**config.mk**
```make
export PLATFORM = sky130hd
export DESIGN_NAME = mem_req_ctrl
export DESIGN_NICKNAME = d
export VERILOG_FILES = /design/src/rtl/mem_req_ctrl.sv
export SDC_FILE = /design/constraint.sdc
export NUM_CORES = 1
export LEC_CHECK = 0
export ABC_AREA = 1
export CAP_MARGIN = 20
export CORE_MARGIN = 5
export CORE_UTILIZATION = 51
export DETAILED_ROUTE_END_ITERATION = 6
export GPL_ROUTABILITY_DRIVEN = 1
export PLACE_DENSITY_LB_ADDON = 0.3
export SYNTH_ARGS = -nofsm -noshare
export SYNTH_HDL_FRONTEND = slang
export SYNTH_SLANG_ARGS = --single-unit
```
**constraint.sdc**
```tcl
create_clock -name clk -period 2.6 [get_ports clk]
set_input_delay 0.26 -clock clk [delete_from_list [all_inputs] [get_ports clk]]
set_output_delay 0.26 -clock clk [all_outputs]
set_load 0.1 [all_outputs]
```
**src/rtl/mem_req_ctrl.sv**
```systemverilog
// mem_req_ctrl: valid/ready request front-end for a 1-cycle-latency storage block.
// Read data is returned in order through a credit-protected response FIFO.
module mem_req_ctrl #(
    parameter int ADDR_W    = 4,
    parameter int DATA_W    = 8,
    parameter int RSP_DEPTH = 4
) (
    input  logic              clk,
    input  logic              rst,
    input  logic              req_valid,
    output logic              req_ready,
    input  logic              req_we,
    input  logic [ADDR_W-1:0] req_addr,
    input  logic [DATA_W-1:0] req_wdata,
    output logic              mem_we,
    output logic [ADDR_W-1:0] mem_addr,
    output logic [DATA_W-1:0] mem_wdata,
    input  logic [DATA_W-1:0] mem_rdata,
    output logic              rsp_valid,
    input  logic              rsp_ready,
    output logic [DATA_W-1:0] rsp_rdata
);
    localparam int PW = $clog2(RSP_DEPTH);
    localparam int CW = $clog2(RSP_DEPTH + 1);

    logic [DATA_W-1:0] fifo [RSP_DEPTH];
    logic [PW-1:0]     wr_ptr, rd_ptr;
    logic [CW-1:0]     count;
    logic [CW:0]       used;
    logic              inflight, acc, push, pop;

    function automatic logic [PW-1:0] nxt(input logic [PW-1:0] p);
        return (p == PW'(RSP_DEPTH - 1)) ? '0 : p + 1'b1;
    endfunction

    // An in-flight read already owns a FIFO slot, so it counts against credit.
    assign used      = {1'b0, count} + {{CW{1'b0}}, inflight};
    assign req_ready = !rst && (used < (CW + 1)'(RSP_DEPTH));
    assign acc       = req_valid && req_ready;
    assign mem_we    = acc && req_we;
    assign mem_addr  = req_addr;
    assign mem_wdata = req_wdata;
    assign push      = inflight;
    assign pop       = rsp_valid && rsp_ready;
    assign rsp_valid = count != '0;
    assign rsp_rdata = fifo[rd_ptr];

    always_ff @(posedge clk) begin
        if (rst) begin
            wr_ptr   <= '0;
            rd_ptr   <= '0;
            count    <= '0;
            inflight <= 1'b0;
        end else begin
            assert (!(push && !pop && count == CW'(RSP_DEPTH)));
            inflight <= acc && !req_we;
            wr_ptr   <= push ? nxt(wr_ptr) : wr_ptr;
            rd_ptr   <= pop ? nxt(rd_ptr) : rd_ptr;
            count    <= count + CW'(push) - CW'(pop);
        end
    end

    always_ff @(posedge clk) begin
        if (push && !rst)
            fifo[wr_ptr] <= mem_rdata;
    end
endmodule
```
==> results_slide.txt <==
Implementation Results

Clocking
  • CTS resizes: 0
  • Max clock buf depth: 2
  • CTS root buf: clkbuf_4
  • CTS Sinks: roughly 42
  • Hold_buf cts: 0

Layout
  • Data buffer area share: 11.8%
  • Clock buf/inv share: 3.80%
  • FFs & Latches: 42
  • Nets: 209

Logic synthesis
  • Main synth FF type: edfxtp_1

Floorplanning
  • Core Area: 3390 um^2
  • Die x size: approximately 70 um

STA
  • RSZ-0062 raised after global routing: false
  • Post-layout period usage: about 83%
  • Worst Hold Margin: 0.474 ns

Power
  • Switch Pwr: 1.10 mW
  • Highest-power group: combinational logic
  • Flop pwr share: 36.4%
  • Power Density: 1120 nW/um^2
  • Sw Ratio: 47.6%
  • Comb pwr: 1.08 mW

Critical path
  • Reg-to-reg endpoint: count[2]$_SDFF_PP0_
  • Worst path buffer plus inverter count: 2
  • Slowest CP cell: dfxtp_1

Status
  • Status: finished clean

GRT
  • First-pass GRT wire length: a little over 5000 um

Worst hold path
  • Hold path depth: 2
  • Hold/Removal Path Class: primary input to flop
  • Hold endpoint: inflight$_SDFF_PP0_
sequential cells by signal, summed over array words and instances, names as in the netlist, named ones only:
name / flops
rd_ptr: 2
inflight: 1
wr_ptr: 2
fifo: 32
count: 3
metrics by stage:
stage | setup WS, ns | utilization, % | area, um^2 | power (mW)
finish | 0.430 | 61.2 | 2080 | 2.32
global route | 0.246 | 61.2 | 2080 | 2.43
CTS | 0.404 | 61.2 | 2080 | 2.34
detailed placement | 0.541 | 58.9 | 2000 | 1.94
global placement | 0.592 | 58.9 | 2000 | 1.92
floorplan | 0.0854 | - | 1810 | 1.81
routing by layer:
metal  track usage [%]  wire, um
met4              7.38        69
met1              13.5      1190
met3              6.09       274
met2              24.9      1700
met5                 0         0
**Gate-type map**

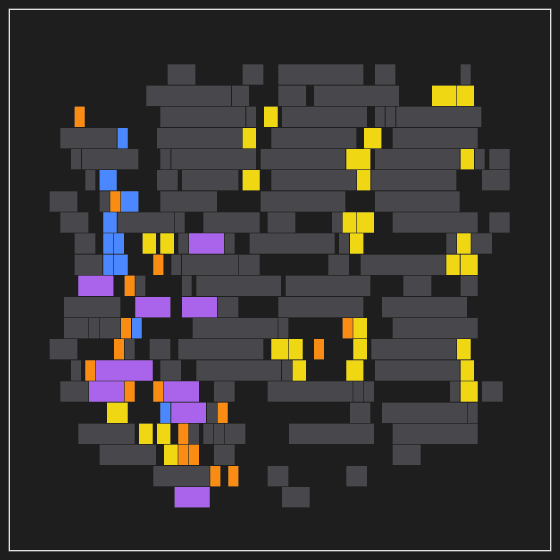
legend:
  yellow:
    family: inverting AOI/OAI gates
    cells: 30
  orange:
    family: inverters
    cells: 17
  blue:
    family: NAND gates
    cells: 10
    where: left middle
  purple:
    family: adder and majority cells
    cells: 9
Non-Filler Instances: 222
Top cell excl fill/tap: edfxtp_1

**Sequential cells grouped by signal name**

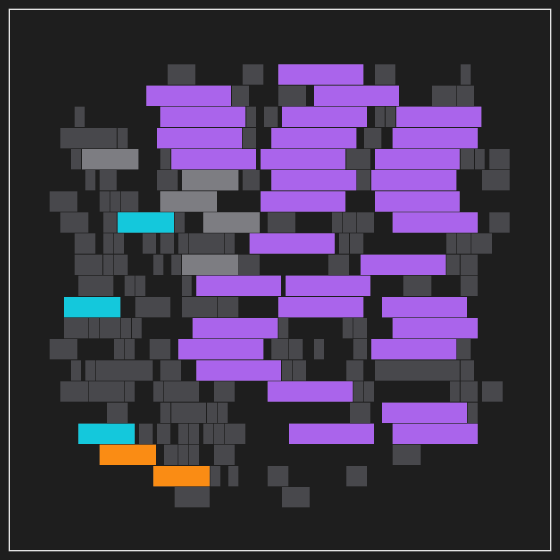
legend:
  cyan:
    name_in_the_netlist: count
    sequential_cells: 3
  orange:
    name_in_the_netlist: wr_ptr
    sequential_cells: 2
  purple:
    name_in_the_netlist: fifo
    sequential_cells: 32
not colored: 5
Layout Utilization: 61.2%
P_seq: 0.843 mW
Seq area share: 55.9%
FF+latch area: 1160 um^2

**Clock network drawn from the DEF**

The bar under the picture is 20 um long.
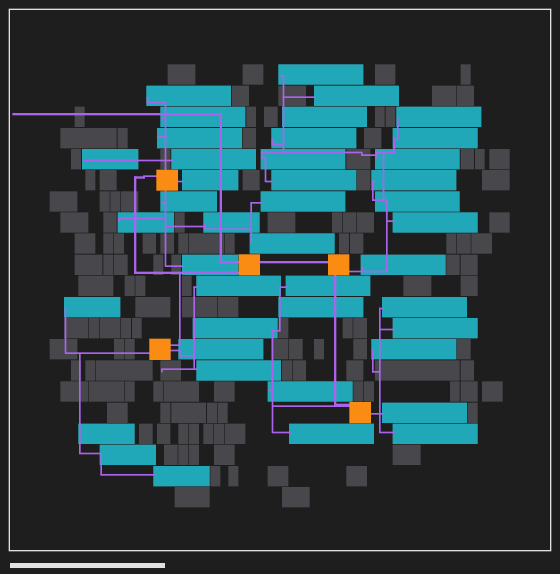
legend:
  cyan:
    item: flip-flops
    count: 42
  orange:
    item: cells driving clock nets
    count: 5
  purple:
    item: clock wires
    length: 385 um
routed clock nets: 6
Clock net power: 0.396 mW
Clock power frac: 17.1%
Fin Clk Skew: 0.00704 ns
clk_lat worst skew: 0.34 ns

Power and IR drop assume default switching activity.
